==> images/metal_stack.png <==
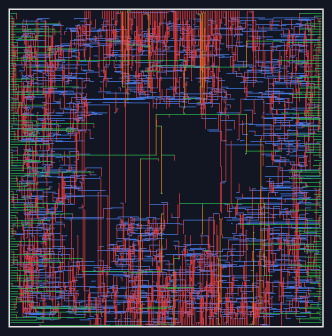
==> images/clock_map.png <==
Bar = 50 um.
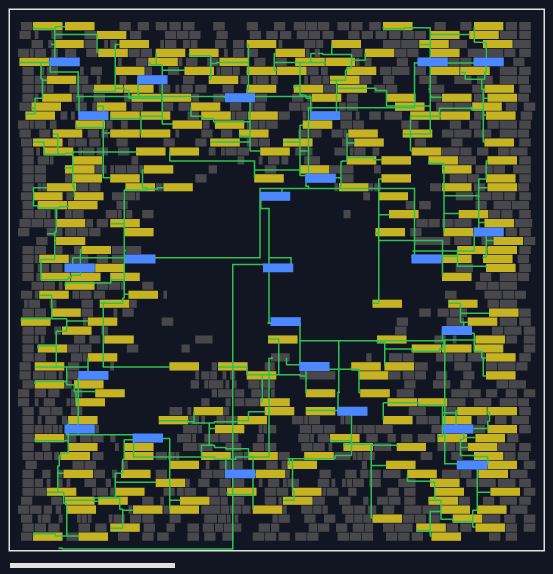
==> images/port_nets.png <==
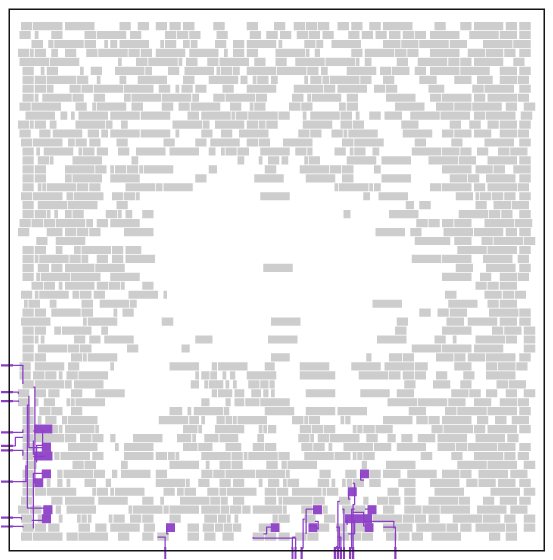
**src/rtl/bus_arbiter_if.sv**
```systemverilog
// Requester handshake and external bus signals for bus_arbiter.
// The arbiter uses the slave modport; a requester/bus-side model uses master.
interface bus_arbiter_if;
    logic        req0_valid;
    logic        req0_wr;
    logic [19:0] req0_addr;
    logic [63:0] req0_wdata;
    logic [7:0]  req0_wtag;
    logic        req0_ready;
    logic        req0_done;

    logic        req1_valid;
    logic        req1_wr;
    logic [19:0] req1_addr;
    logic [63:0] req1_wdata;
    logic [7:0]  req1_wtag;
    logic        req1_ready;
    logic        req1_done;

    logic [63:0] rdata;
    logic [7:0]  rtag;

    logic [63:0] o_ad;
    logic [7:0]  o_tag;
    logic        o_astb;
    logic        o_rd;
    logic        o_wr;
    logic [63:0] i_data;
    logic [7:0]  i_tag;

    modport slave (
        input  req0_valid, req0_wr, req0_addr, req0_wdata, req0_wtag,
        input  req1_valid, req1_wr, req1_addr, req1_wdata, req1_wtag,
        input  i_data, i_tag,
        output req0_ready, req0_done, req1_ready, req1_done,
        output rdata, rtag,
        output o_ad, o_tag, o_astb, o_rd, o_wr
    );

    modport master (
        output req0_valid, req0_wr, req0_addr, req0_wdata, req0_wtag,
        output req1_valid, req1_wr, req1_addr, req1_wdata, req1_wtag,
        output i_data, i_tag,
        input  req0_ready, req0_done, req1_ready, req1_done,
        input  rdata, rtag,
        input  o_ad, o_tag, o_astb, o_rd, o_wr
    );
endinterface

```
**src/rtl/bus_arbiter.sv**
```systemverilog
// Two-requester arbiter driving a single address/data/done bus transaction at a time.
// Define ROUND_ROBIN_EN for alternating grants on contention; otherwise req0 has fixed priority.
module bus_arbiter #(
    parameter int WAIT_CYCLES = 2
) (
    input logic        clk,
    input logic        reset,
    bus_arbiter_if.slave bus
);

    localparam int WAIT_CLAMP = (WAIT_CYCLES < 1) ? 1 : ((WAIT_CYCLES > 15) ? 15 : WAIT_CYCLES);
    localparam logic [3:0] WAIT_LOAD = 4'(WAIT_CLAMP - 1);

    typedef enum logic [1:0] {IDLE, ADDR, DATA, DONE} state_t;

    state_t      state;
    logic [3:0]  count;
    logic        lat_id;
    logic        lat_wr;
    logic [19:0] lat_addr;
    logic [63:0] lat_wdata;
    logic [7:0]  lat_wtag;

    logic [63:0] rdata_q;
    logic [7:0]  rtag_q;
    logic        done0_q;
    logic        done1_q;
    logic        astb_q;
    logic        rd_q;
    logic        wr_q;
    logic [63:0] ad_q;
    logic [7:0]  tag_q;

    logic        any_valid;
    logic        grant_id;
    logic        grant_en;
    logic        sel_wr;
    logic [19:0] sel_addr;
    logic [63:0] sel_wdata;
    logic [7:0]  sel_wtag;

    assign any_valid = bus.req0_valid | bus.req1_valid;

`ifdef ROUND_ROBIN_EN
    logic last_grant;

    // On contention the requester that did not win last time goes next.
    assign grant_id = (bus.req0_valid && bus.req1_valid) ? ~last_grant : bus.req1_valid;

    always_ff @(posedge clk or posedge reset) begin
        if (reset) begin
            last_grant <= 1'b1;
        end else if (grant_en) begin
            last_grant <= grant_id;
        end
    end
`else
    assign grant_id = ~bus.req0_valid & bus.req1_valid;
`endif

    assign grant_en  = (state == IDLE) && any_valid && !reset;
    assign sel_wr    = grant_id ? bus.req1_wr    : bus.req0_wr;
    assign sel_addr  = grant_id ? bus.req1_addr  : bus.req0_addr;
    assign sel_wdata = grant_id ? bus.req1_wdata : bus.req0_wdata;
    assign sel_wtag  = grant_id ? bus.req1_wtag  : bus.req0_wtag;

    assign bus.req0_ready = grant_en & ~grant_id;
    assign bus.req1_ready = grant_en &  grant_id;
    assign bus.req0_done  = done0_q;
    assign bus.req1_done  = done1_q;
    assign bus.rdata      = rdata_q;
    assign bus.rtag       = rtag_q;
    assign bus.o_astb     = astb_q;
    assign bus.o_rd       = rd_q;
    assign bus.o_wr       = wr_q;
    assign bus.o_ad       = ad_q;
    assign bus.o_tag      = tag_q;

    // Bus outputs are computed for the state being entered, so they are registered and drop with reset.
    always_ff @(posedge clk or posedge reset) begin
        if (reset) begin
            state     <= IDLE;
            count     <= 4'd0;
            lat_id    <= 1'b0;
            lat_wr    <= 1'b0;
            lat_addr  <= 20'd0;
            lat_wdata <= 64'd0;
            lat_wtag  <= 8'd0;
            rdata_q   <= 64'd0;
            rtag_q    <= 8'd0;
            done0_q   <= 1'b0;
            done1_q   <= 1'b0;
            astb_q    <= 1'b0;
            rd_q      <= 1'b0;
            wr_q      <= 1'b0;
            ad_q      <= 64'd0;
            tag_q     <= 8'd0;
        end else begin
            done0_q <= 1'b0;
            done1_q <= 1'b0;
            astb_q  <= 1'b0;
            rd_q    <= 1'b0;
            wr_q    <= 1'b0;
            ad_q    <= 64'd0;
            tag_q   <= 8'd0;
            unique case (state)
                IDLE: begin
                    if (grant_en) begin
                        lat_id    <= grant_id;
                        lat_wr    <= sel_wr;
                        lat_addr  <= sel_addr;
                        lat_wdata <= sel_wdata;
                        lat_wtag  <= sel_wtag;
                        astb_q    <= 1'b1;
                        ad_q      <= {44'd0, sel_addr};
                        state     <= ADDR;
                    end
                end
                ADDR: begin
                    count <= WAIT_LOAD;
                    rd_q  <= ~lat_wr;
                    wr_q  <= lat_wr;
                    if (lat_wr) begin
                        ad_q  <= lat_wdata;
                        tag_q <= lat_wtag;
                    end
                    state <= DATA;
                end
                DATA: begin
                    if (count == 4'd0) begin
                        if (!lat_wr) begin
                            rdata_q <= bus.i_data;
                            rtag_q  <= bus.i_tag;
                        end
                        done0_q <= ~lat_id;
                        done1_q <= lat_id;
                        state   <= DONE;
                    end else begin
                        count <= count - 4'd1;
                        rd_q  <= ~lat_wr;
                        wr_q  <= lat_wr;
                        if (lat_wr) begin
                            ad_q  <= lat_wdata;
                            tag_q <= lat_wtag;
                        end
                    end
                end
                DONE: begin
                    state <= IDLE;
                end
                default: begin
                    state <= IDLE;
                end
            endcase
        end
    end

    // lat_addr is only consumed at grant time through sel_addr; kept so the transaction record is complete.
    logic unused_addr;
    assign unused_addr = ^lat_addr;

endmodule

```
**src/flat_wrapper.sv**
```systemverilog
// flat-port wrapper written by rule: the top's interface ports become plain ports
module bus_arbiter_flat 
#(
    parameter int WAIT_CYCLES = 2
)
  (clk, reset, bus_req0_valid, bus_req0_wr, bus_req0_addr, bus_req0_wdata, bus_req0_wtag, bus_req1_valid, bus_req1_wr, bus_req1_addr, bus_req1_wdata, bus_req1_wtag, bus_i_data, bus_i_tag, bus_req0_ready, bus_req0_done, bus_req1_ready, bus_req1_done, bus_rdata, bus_rtag, bus_o_ad, bus_o_tag, bus_o_astb, bus_o_rd, bus_o_wr);
  bus_arbiter_if bus_i ();
  input logic clk;
  input logic reset;
  input wire logic [$bits(bus_i.req0_valid)-1:0] bus_req0_valid;
  input wire logic [$bits(bus_i.req0_wr)-1:0] bus_req0_wr;
  input wire logic [$bits(bus_i.req0_addr)-1:0] bus_req0_addr;
  input wire logic [$bits(bus_i.req0_wdata)-1:0] bus_req0_wdata;
  input wire logic [$bits(bus_i.req0_wtag)-1:0] bus_req0_wtag;
  input wire logic [$bits(bus_i.req1_valid)-1:0] bus_req1_valid;
  input wire logic [$bits(bus_i.req1_wr)-1:0] bus_req1_wr;
  input wire logic [$bits(bus_i.req1_addr)-1:0] bus_req1_addr;
  input wire logic [$bits(bus_i.req1_wdata)-1:0] bus_req1_wdata;
  input wire logic [$bits(bus_i.req1_wtag)-1:0] bus_req1_wtag;
  input wire logic [$bits(bus_i.i_data)-1:0] bus_i_data;
  input wire logic [$bits(bus_i.i_tag)-1:0] bus_i_tag;
  output wire logic [$bits(bus_i.req0_ready)-1:0] bus_req0_ready;
  output wire logic [$bits(bus_i.req0_done)-1:0] bus_req0_done;
  output wire logic [$bits(bus_i.req1_ready)-1:0] bus_req1_ready;
  output wire logic [$bits(bus_i.req1_done)-1:0] bus_req1_done;
  output wire logic [$bits(bus_i.rdata)-1:0] bus_rdata;
  output wire logic [$bits(bus_i.rtag)-1:0] bus_rtag;
  output wire logic [$bits(bus_i.o_ad)-1:0] bus_o_ad;
  output wire logic [$bits(bus_i.o_tag)-1:0] bus_o_tag;
  output wire logic [$bits(bus_i.o_astb)-1:0] bus_o_astb;
  output wire logic [$bits(bus_i.o_rd)-1:0] bus_o_rd;
  output wire logic [$bits(bus_i.o_wr)-1:0] bus_o_wr;
  assign bus_i.req0_valid = bus_req0_valid;
  assign bus_i.req0_wr = bus_req0_wr;
  assign bus_i.req0_addr = bus_req0_addr;
  assign bus_i.req0_wdata = bus_req0_wdata;
  assign bus_i.req0_wtag = bus_req0_wtag;
  assign bus_i.req1_valid = bus_req1_valid;
  assign bus_i.req1_wr = bus_req1_wr;
  assign bus_i.req1_addr = bus_req1_addr;
  assign bus_i.req1_wdata = bus_req1_wdata;
  assign bus_i.req1_wtag = bus_req1_wtag;
  assign bus_i.i_data = bus_i_data;
  assign bus_i.i_tag = bus_i_tag;
  assign bus_req0_ready = bus_i.req0_ready;
  assign bus_req0_done = bus_i.req0_done;
  assign bus_req1_ready = bus_i.req1_ready;
  assign bus_req1_done = bus_i.req1_done;
  assign bus_rdata = bus_i.rdata;
  assign bus_rtag = bus_i.rtag;
  assign bus_o_ad = bus_i.o_ad;
  assign bus_o_tag = bus_i.o_tag;
  assign bus_o_astb = bus_i.o_astb;
  assign bus_o_rd = bus_i.o_rd;
  assign bus_o_wr = bus_i.o_wr;
  bus_arbiter #(.WAIT_CYCLES(WAIT_CYCLES)) u_core (.clk(clk), .reset(reset), .bus(bus_i));
endmodule
```
**config.mk**
```make
export PLATFORM = sky130hd
export DESIGN_NAME = bus_arbiter_flat
export DESIGN_NICKNAME = d
export VERILOG_FILES = /design/src/rtl/bus_arbiter_if.sv /design/src/rtl/bus_arbiter.sv /design/src/flat_wrapper.sv
export SDC_FILE = /design/constraint.sdc
export NUM_CORES = 1
export LEC_CHECK = 0
export CAP_MARGIN = 20
export CORE_AREA = 2 2 160 162
export DETAILED_ROUTE_END_ITERATION = 8
export DIE_AREA = 0 0 162 164
export PLACE_DENSITY = 0.72
export SLEW_MARGIN = 20
export SYNTH_ARGS = -nofsm -noshare
export SYNTH_HDL_FRONTEND = slang
export SYNTH_SLANG_ARGS = --single-unit
export TNS_END_PERCENT = 10
```
**constraint.sdc**
```tcl
create_clock -name clk -period 8.9 [get_ports clk]
set_input_delay 1.78 -clock clk [delete_from_list [all_inputs] [get_ports clk]]
set_output_delay 1.78 -clock clk [all_outputs]
set_load 0.05 [all_outputs]
```
==> flow_summary.toml <==
# flow metrics
[worst_setup_path]
path_max_fanout = 23
crit_path_cell_trace = "clkdlybuf4s50_1 > nor2b_1 > and2_2 > clkdlybuf4s50_1"
r2r_cells = 6
worstSetupEndpointType = "output pin"
reg2reg_to = "u_core.bus.rdata[22]$_DFFE_PP0P_"

[logic_synthesis]
ys_seq_share_pct = 63.1
netlist_instances = 660
synthFlopType = "dfrtp_1"
synthTopCellsByCount = "dfrtp_1, inv_1, a222oi_1"
area_leaders = "dfrtp_1, mux2_4, a222oi_1"

[final_layout]
nets = 1331
syn2layout_area_growth_pct = 57.2

[global_routing]
use_met1_pct = 24.3
globalRouteOverflowTotal = 0
first_global_vias = 7033

[floorplan]
die_h_um = 164
core_um2 = 24800

[pwr]
p_int_uw = 2990
power_density_nw_per_um2 = 347

[timing]
fin_crit_ps = 5770
finalHoldViolations = 0
fmax_mhz = 173

[worst_hold_path]
whs_path_depth = 1
hold_class = "register to register"

[place]
portBuffers = 412
place_congestion = 0.797

[clock_tree]
clock_latency_ps = 520
cts_made_buffers = 24
cts_tree = "built"

[status]
outcome = "finished clean"
## Picture notes: metal_stack.png
layer	color	wire length
met4	orange	802 um
met1	blue	10400 um
met3	green	2860 um
met2	red	12900 um

## Picture notes: clock_map.png
[flip-flops] yellow | count: 229
[clock wires] green | length: 2850 um
[cells driving clock nets] blue | count: 24
flops lie	widely spread

## Picture notes: port_nets.png
port	color	direction	edge	end cells	buffers	wire
bus_req1_addr	purple	input	11 south, 9 west	20	20	355 um

## cell usage in the layout, fill, tap and decap left out, types with 3 or more instances in the layout
cell	instances
and2_1	45
clkbuf_8	6
o21ai_0	21
clkbuf_16	24
a222oi_1	73
buf_4	8
dfrtp_1	229
inv_1	80
and3_1	9
a22oi_1	21
clkdlybuf4s50_1	412
mux2_1	3
a21oi_1	3
mux2_4	70
clkinv_2	4
clkbuf_1	3
nor2_1	4
nand2_1	24
ha_1	7
## layout make-up
type | count | area (um^2)
Clock inverter | 7 | 96.3
Timing Repair Buffer | 422 | 4210
Inverter | 82 | 315
Multi-Input combinational cell | 303 | 2820
Fill cell | 2046 | 10500
Tap cell | 330 | 413
Clock buffer | 33 | 694
Sequential cell | 229 | 5730
## sequential cells by signal, indices dropped and copies added, names as in the netlist
| register | cells |
|---|---|
| u_core.bus.o_ad | 64 |
| u_core.bus.rdata | 64 |
| u_core.lat_wdata | 64 |
| u_core.bus.o_tag | 8 |
| u_core.bus.rtag | 8 |
| u_core.lat_wtag | 8 |
| u_core.count | 4 |
| u_core.state | 2 |
| u_core.bus.o_astb | 1 |
| u_core.bus.o_rd | 1 |
| u_core.bus.o_wr | 1 |
| u_core.bus.req0_done | 1 |
| u_core.bus.req1_done | 1 |
| u_core.lat_id | 1 |
| u_core.lat_wr | 1 |
## how the worst max path moves through the flow
stage	from	endpoint	slack, ps	cells past startpoint
2_1_floorplan	reset	u_core.bus.o_ad[0]$_DFF_PP0_	840	1
3_5_place_dp	bus_req0_valid	bus_req1_ready	3140	4
5_1_grt	bus_req0_valid	bus_req1_ready	3040	4
4_1_cts	bus_req0_valid	bus_req1_ready	3140	4
3_3_place_gp	bus_req0_valid	bus_req1_ready	3210	4
6_report	bus_req0_valid	bus_req1_ready	3130	4
## power by group through the flow
stage | combinational [uW] | sequential (uW) | clock, uW
floorplan | 718 | 2450 | 0
global placement | 2310 | 1640 | 0
detailed placement | 2340 | 1650 | 0
CTS | 2350 | 1640 | 1030
global route | 2450 | 1690 | 1080
finish | 2320 | 1640 | 996
## per-stage QoR
step                      area, um^2  worst slack [ps]  hold slack [ps]  power (uW)
final                          14300              3130              472        4960
after global routing           14300              3040              491        5220
after CTS                      14300              3140              473        5020
after detailed placement       13500              3140              462        3990
after global placement         13500              3210              457        3950
after floorplan                 9080               844              415        3170
## metal layers
layer / vias up / routed length, um
met4: 0 / 801
li1: 3163 / -
met5: - / 0
met1: 3412 / 10400
met2: 354 / 12900
met3: 46 / 2860
## worst reg2reg max path: stages (launching register included)
cell	delay, ps
dfrtp_1	400
inv_1	90
ha_1	390
nand3b_1	480
buf_8	240
buf_4	780
mux2_4	440
## logic make-up (layout without fill, tap and decap cells)
kind of cell	Yosys count	count (layout)	synth area share, %
AOI/OAI and AO/OA	126	126	11.7
DFF	229	229	63.1
muxes	73	73	11.9
adders and majority gates	7	7	0.964
buffers and inverters	128	544	6.10
xor gates and xnor gates	1	1	0.0964
and+or+nand+nor	96	96	6.07
Power is estimated from default activity; no workload was simulated.
